Fig. 1: run 1, clock distribution
The bar under the picture is 50 um long.
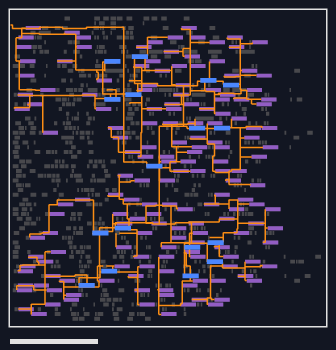
Fig. 2: run 1, cell classes on the final placement
The bar under the picture is 50 um long.
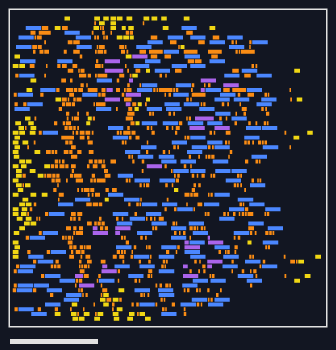
Fig. 3: run 1, M2 wires
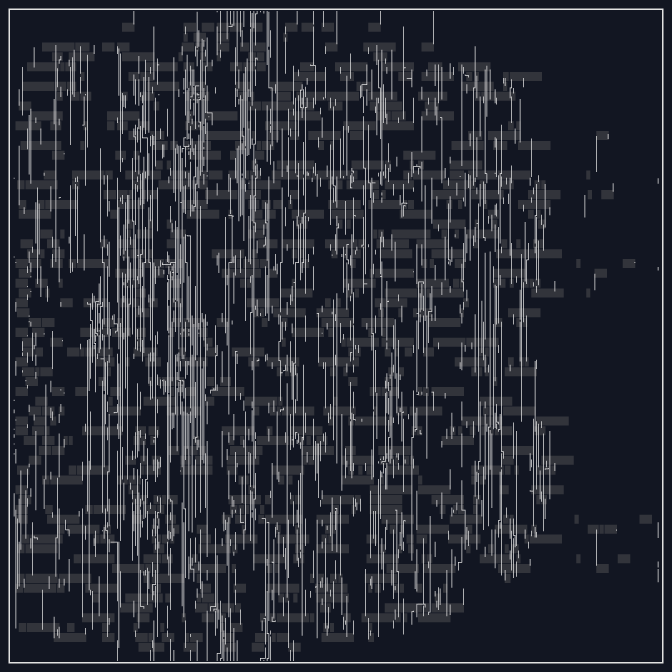
File: src/rtl/pc_if.sv
// ============================================================================
// Module      : pc_if
// Description : Control and status bundle between fetch control and pc_unit.
//               MisalignTrap exists only when PC_MISALIGN_TRAP_EN is defined.
// Revision    : 1.0 - initial release
// ============================================================================
`default_nettype none

interface pc_if #(
    parameter int WIDTH = 32
);
    logic             Stall;
    logic             Redirect;
    logic             Call;
    logic             Ret;
    logic [WIDTH-1:0] Target;
    logic [WIDTH-1:0] PC;
    logic [WIDTH-1:0] PCPlus;
    logic             RasEmpty;
    logic             RasFull;
    logic             RasUnderflow;
`ifdef PC_MISALIGN_TRAP_EN
    logic             MisalignTrap;
`endif

    modport master (
        output Stall, Redirect, Call, Ret, Target,
`ifdef PC_MISALIGN_TRAP_EN
        input  MisalignTrap,
`endif
        input  PC, PCPlus, RasEmpty, RasFull, RasUnderflow
    );

    modport slave (
        input  Stall, Redirect, Call, Ret, Target,
`ifdef PC_MISALIGN_TRAP_EN
        output MisalignTrap,
`endif
        output PC, PCPlus, RasEmpty, RasFull, RasUnderflow
    );
endinterface

`default_nettype wire

File: src/rtl/pc_unit.sv
// ============================================================================
// Module      : pc_unit
// Description : Program counter with redirect/call/return and a circular
//               return-address stack. Optional macro: PC_MISALIGN_TRAP_EN.
// Revision    : 1.0 - initial release
// ============================================================================
`default_nettype none

module pc_unit #(
    parameter int          WIDTH     = 32,
    parameter logic [WIDTH-1:0] RESET_VEC = '0,
    parameter logic [WIDTH-1:0] PC_LIMIT  = 116,
    parameter int          STEP      = 4,
    parameter int          RAS_DEPTH = 4,
    parameter logic [WIDTH-1:0] TRAP_VEC  = '0
) (
    input  wire logic Clk,
    input  wire logic Reset,
    pc_if.slave       bus
);
    localparam int                c_PTR_W = $clog2(RAS_DEPTH);
    localparam logic [c_PTR_W:0]  c_DEPTH = (c_PTR_W+1)'(RAS_DEPTH);

    logic [WIDTH-1:0]   r_pc;
    logic [WIDTH-1:0]   r_ras [RAS_DEPTH];
    logic [c_PTR_W-1:0] r_ptr;
    logic [c_PTR_W:0]   r_count;
    logic               r_underflow;

    logic [WIDTH-1:0]   w_pcplus;
    logic [WIDTH-1:0]   w_cand;
    logic [WIDTH-1:0]   w_next_pc;
    logic [c_PTR_W-1:0] w_ptr_inc;
    logic [c_PTR_W-1:0] w_ptr_dec;
    logic               w_empty;
    logic               w_full;
    logic               w_push;
    logic               w_pop;
    logic               w_uf_set;
    logic               w_misalign;
    logic               w_trap;

    assign w_pcplus  = r_pc + WIDTH'(STEP);
    assign w_ptr_inc = r_ptr + 1'b1;
    assign w_ptr_dec = r_ptr - 1'b1;
    assign w_empty   = (r_count == '0);
    assign w_full    = (r_count == c_DEPTH);

`ifdef PC_MISALIGN_TRAP_EN
    assign w_misalign = (bus.Target[1:0] != 2'b00);
`else
    assign w_misalign = 1'b0;
`endif

    // Priority: Stall > Ret > Call > Redirect > sequential.
    always_comb begin
        w_cand   = w_pcplus;
        w_push   = 1'b0;
        w_pop    = 1'b0;
        w_uf_set = 1'b0;
        w_trap   = 1'b0;
        if (bus.Stall) begin
            w_cand = r_pc;
        end else if (bus.Ret) begin
            if (w_empty) begin
                w_cand   = RESET_VEC;
                w_uf_set = 1'b1;
            end else begin
                w_cand = r_ras[r_ptr];
                w_pop  = 1'b1;
            end
        end else if (bus.Call || bus.Redirect) begin
            if (w_misalign) begin
                w_cand = TRAP_VEC;
                w_trap = 1'b1;
            end else begin
                w_cand = bus.Target;
                w_push = bus.Call;
            end
        end
    end

    assign w_next_pc = (w_cand > PC_LIMIT) ? RESET_VEC : w_cand;

    always_ff @(posedge Clk or posedge Reset) begin
        if (Reset) begin
            r_pc        <= RESET_VEC;
            r_ptr       <= '0;
            r_count     <= '0;
            r_underflow <= 1'b0;
            for (int i = 0; i < RAS_DEPTH; i++) begin
                r_ras[i] <= '0;
            end
        end else if (!bus.Stall) begin
            r_pc <= w_next_pc;
            if (w_push) begin
                // A full stack overwrites its oldest slot; count saturates.
                r_ras[w_ptr_inc] <= w_pcplus;
                r_ptr            <= w_ptr_inc;
                if (!w_full) begin
                    r_count <= r_count + 1'b1;
                end
            end else if (w_pop) begin
                r_ptr   <= w_ptr_dec;
                r_count <= r_count - 1'b1;
            end
            if (w_uf_set) begin
                r_underflow <= 1'b1;
            end
        end
    end

`ifdef PC_MISALIGN_TRAP_EN
    logic r_trap;

    always_ff @(posedge Clk or posedge Reset) begin
        if (Reset) begin
            r_trap <= 1'b0;
        end else begin
            r_trap <= w_trap;
        end
    end

    assign bus.MisalignTrap = r_trap;
`endif

    assign bus.PC           = r_pc;
    assign bus.PCPlus       = w_pcplus;
    assign bus.RasEmpty     = w_empty;
    assign bus.RasFull      = w_full;
    assign bus.RasUnderflow = r_underflow;

endmodule

`default_nettype wire
File: src/flat_wrapper.sv
// flat-port wrapper written by rule: the top's interface ports become plain ports
module pc_unit_flat 
#(
    parameter int          WIDTH     = 32,
    parameter logic [WIDTH-1:0] RESET_VEC = '0,
    parameter logic [WIDTH-1:0] PC_LIMIT  = 116,
    parameter int          STEP      = 4,
    parameter int          RAS_DEPTH = 4,
    parameter logic [WIDTH-1:0] TRAP_VEC  = '0
)
  (Clk, Reset, bus_Stall, bus_Redirect, bus_Call, bus_Ret, bus_Target, bus_PC, bus_PCPlus, bus_RasEmpty, bus_RasFull, bus_RasUnderflow);
  pc_if #(.WIDTH(WIDTH)) bus_i ();
  input  wire logic Clk;
  input  wire logic Reset;
  input wire logic [$bits(bus_i.Stall)-1:0] bus_Stall;
  input wire logic [$bits(bus_i.Redirect)-1:0] bus_Redirect;
  input wire logic [$bits(bus_i.Call)-1:0] bus_Call;
  input wire logic [$bits(bus_i.Ret)-1:0] bus_Ret;
  input wire logic [$bits(bus_i.Target)-1:0] bus_Target;
  output wire logic [$bits(bus_i.PC)-1:0] bus_PC;
  output wire logic [$bits(bus_i.PCPlus)-1:0] bus_PCPlus;
  output wire logic [$bits(bus_i.RasEmpty)-1:0] bus_RasEmpty;
  output wire logic [$bits(bus_i.RasFull)-1:0] bus_RasFull;
  output wire logic [$bits(bus_i.RasUnderflow)-1:0] bus_RasUnderflow;
  assign bus_i.Stall = bus_Stall;
  assign bus_i.Redirect = bus_Redirect;
  assign bus_i.Call = bus_Call;
  assign bus_i.Ret = bus_Ret;
  assign bus_i.Target = bus_Target;
  assign bus_PC = bus_i.PC;
  assign bus_PCPlus = bus_i.PCPlus;
  assign bus_RasEmpty = bus_i.RasEmpty;
  assign bus_RasFull = bus_i.RasFull;
  assign bus_RasUnderflow = bus_i.RasUnderflow;
  pc_unit #(.WIDTH(WIDTH), .RESET_VEC(RESET_VEC), .PC_LIMIT(PC_LIMIT), .STEP(STEP), .RAS_DEPTH(RAS_DEPTH), .TRAP_VEC(TRAP_VEC)) u_core (.Clk(Clk), .Reset(Reset), .bus(bus_i));
endmodule
File: config.mk
export PLATFORM = sky130hd
export DESIGN_NAME = pc_unit_flat
export DESIGN_NICKNAME = d
export VERILOG_FILES = /design/src/rtl/pc_if.sv /design/src/rtl/pc_unit.sv /design/src/flat_wrapper.sv
export SDC_FILE = /design/constraint.sdc
export NUM_CORES = 1
export LEC_CHECK = 0
export CELL_PAD_IN_SITES_DETAIL_PLACEMENT = 0
export CELL_PAD_IN_SITES_GLOBAL_PLACEMENT = 1
export CORE_UTILIZATION = 25
export DETAILED_ROUTE_END_ITERATION = 8
export PLACE_DENSITY = 0.49
export SLEW_MARGIN = 10
export SYNTH_ARGS = -nofsm -noshare
export SYNTH_HDL_FRONTEND = slang
export SYNTH_SLANG_ARGS = --single-unit
File: constraint.sdc
create_clock -name Clk -period 8.3 [get_ports Clk]
set_input_delay 2.49 -clock Clk [delete_from_list [all_inputs] [get_ports Clk]]
set_output_delay 2.49 -clock Clk [all_outputs]
set_load 0.02 [all_outputs]
==> results.txt, run 1 <==
The flow completed. The run finished with clean final reports. CTS built an H-tree with a depth of 4. Required time of the critical path landed at 5.81 ns.

Buffers added to address setup during post-CTS repair amount to 0. The post-synth register bit count is 166. Vias per cell landed at 4.83. Total negative setup slack landed at 0 ns. From synthesis to final layout, the design area changed by 25.0%. Mean cell area of the mapped netlist landed at 9.74 um^2. Setup slack closes at 2.27 ns.

Multi-input combinational cells in the finished layout were counted as 550. The capture point of the critical path was reported as bus_PCPlus[30]. Area of the placeable core landed at 0.0309 mm^2.

Of all the cell area in the finished design, non-clock buffers hold 0.115. Signal arrival time at the worst endpoint landed at 3.54 ns. Vertical die size landed at 180 um. Initial standard-cell utilization of the core landed at 0.257. The report lists the number of cells resized after CTS as 0. met2 is the most crowded layer. Of the total power, the clock network draws 0.291. Cell count of the worst reg-to-reg path landed at 9. The number of clock sinks came to 166. Clock-pin slew reported for the worst setup and hold paths after clock tree synthesis landed at 0.07 ns. Portion of the clock cycle consumed by the worst path in the final layout landed at 0.727. Per the detailed placement report, the placed cell area equals 0.00934 mm^2.

Tally of non-filler cells in the final layout landed at 1301. After detailed routing, no signal wire sits above met4. Fraction of synthesized cell area taken by the top area cell type landed at 0.523. Areal power density over the cells landed at 279 mW/mm^2. Number of design-rule violations left by the first detailed-router iteration landed at 350. The first global-routing pass estimated 40800 um of wire. Number of distinct library cell variants in the gate-level netlist after synthesis landed at 63. Sum of met3 wire segment lengths after detailed routing landed at 1020 um. Cell total after placement landed at 1270. Setup repair after global routing left no endpoint under its margin. By instance count after routing, the leading logic cell types are 166 x sky130_fd_sc_hd__dfrtp_1, 136 x sky130_fd_sc_hd__nor2_1, 123 x sky130_fd_sc_hd__a21oi_1. The worst setup path is captured at a primary output. Per the detail_route log, met2 wirelength is 11300 um. The tool warning count for the run is 29.

For reference, the top cells by area after synthesis are sky130_fd_sc_hd__dfrtp_1 52%, sky130_fd_sc_hd__a21oi_1 7.8%, sky130_fd_sc_hd__nor2_1 6.5%, sky130_fd_sc_hd__mux2_2 2.6%, sky130_fd_sc_hd__nor4_1 2.4%.
## Picture notes: Fig. 1
[orange] clock wires | length: 2420 um
[blue] clock-net drivers | count: 17
[purple] flip-flops | count: 166
routed clock nets: 18

## Picture notes: Fig. 2
[orange] remaining logic cells | cells: 591
[blue] sequential cells | cells: 166
[purple] clock drivers and dummy loads | cells: 31
[yellow] remaining buffers and delay cells | cells: 117

## Picture notes: Fig. 3
longest straight run: 84.7 um
nets with wire on the layer: 745
wire length on this layer: 11300 um
main direction: vertical

-- run 1: power groups by stage --
stage          clock network (mW)  logic, mW  registers (mW)
5_1_grt                     0.866      0.778            1.32
6_report                    0.805      0.681            1.28
3_5_place_dp                    0      0.692            1.29
4_1_cts                     0.832      0.694            1.29
2_1_floorplan                   0      0.502            1.25
3_3_place_gp                    0      0.681            1.30
-- run 1: sequential cells by signal, summed over array words and instances (netlist names) --
register and cells:
u_core.bus.PC 32, u_core.r_count 3, u_core.bus.RasUnderflow 1, u_core.r_ras 128, u_core.r_ptr 2
Fig. 4: run 1, placement view
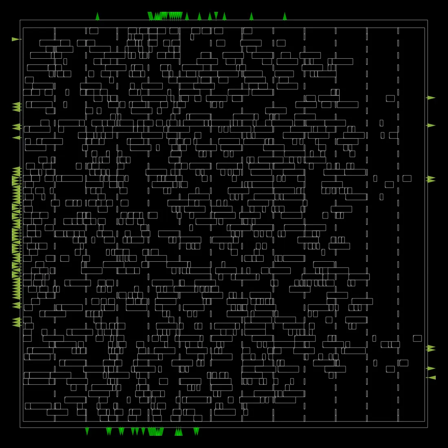

--- run 2 (diff from run 1) ---
PLACE_DENSITY = 0.51   (was 0.49)
clock period = 4.9 ns   (was 8.3 ns; I/O delays follow)
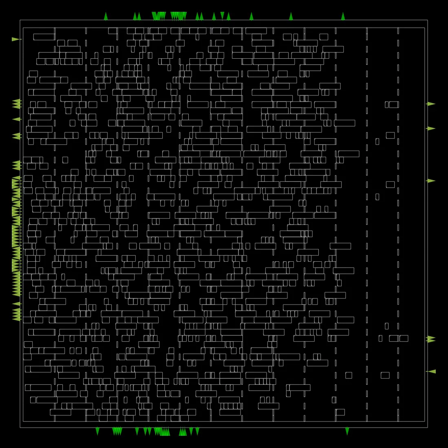
Fig. 5. Placement view (run 2).
post-layout util: 0.328
number of standard cells in the final layout excluding fillers: 1326
number of fillers in the final layout: 3252
sequential share of cell area: 0.410

==> results.txt, run 2 <==
The flow completed. Tool warning count landed at 29 (unchanged). More flip-flops sit in one register than any other, and that register is u_core.r_ras. Total negative setup slack landed at 0 ns (unchanged).

The power in sequential cells was 2.21 mW (+73%). Areal power density over the cells landed at 460 mW/mm^2 (+65%). The initial standard-cell utilization of the core was 0.257 (unchanged).

The run finished with clean final reports. Area of placed instances landed at 0.00955 mm^2 (+2.3%). The layout multi-input combinational cell count was 550 (unchanged).

The number of design-rule violations left by the first detailed-router iteration was 289 (-17%). The number of flip-flops under the largest register name is 128 (unchanged). From synthesis to final layout, the design area changed by 27.7%. Fraction of synthesized cell area taken by the top area cell type landed at 0.523 (unchanged). Relative area of non-clock buffer cells in the final design landed at 0.134 (+0.0190). Clock-pin slew reported for the worst setup and hold paths after clock tree synthesis landed at 0.07 ns (about the same). The most common logic cells in the final layout are 166 x sky130_fd_sc_hd__dfrtp_1, 136 x sky130_fd_sc_hd__nor2_1, 123 x sky130_fd_sc_hd__a21oi_1.

Setup repair after global routing left no endpoint under its margin. Clock group total power landed at 1.32 mW (+64%). The mean cell area of the mapped netlist was 9.74 um^2 (unchanged). Per the detail_route log, the uppermost layer with routed signals is met4. The most critical setup path has its endpoint at bus_PCPlus[23]. The total length of routed met2 wires is 12000 um (+5.9%). Required time of the critical path landed at 3.43 ns (-2.38 ns). The signal arrival time at the worst endpoint is 3.21 ns (-0.33 ns). Number of buffers inserted to repair setup after CTS landed at 0 (unchanged). The biggest slice of the total power is consumed by sequential cells. Vertical die size landed at 180 um (unchanged). The global routing stage identified its most utilized layer as met2. The first-pass GRT wire length came to 40300 um (-1.0%). The clock power share was 0.283 (-0.008).
==> run 2: netlist changes by cell type in the layout (fill, tap and decap cells not counted), sizes merged <==
cell / change
clkinv: -2
clkbuf: +1
clkinvlp: +3
bufinv: -1
buf: +24
==> run 2: stage by stage <==
step,setup slack [ns],cells,total power [mW],hold slack [ns],utilization
after floorplan,1.31,815,2.96,0.475,-
after global placement,0.360,1294,3.37,0.472,0.309
after detailed placement,0.384,1294,3.39,0.466,0.309
after CTS,0.0781,1326,4.74,0.493,0.328
after global routing,0.0256,1326,5.00,0.517,0.328
final,0.215,1326,4.67,0.491,0.328
==> run 2: timing repair <==
action,CTS,global route
hold endpoints to repair,0,0
gates resized,0,2
setup endpoints to repair,0,2
hold buffers,0,0
No activity file was given, so power comes from the tool's default toggle rates.
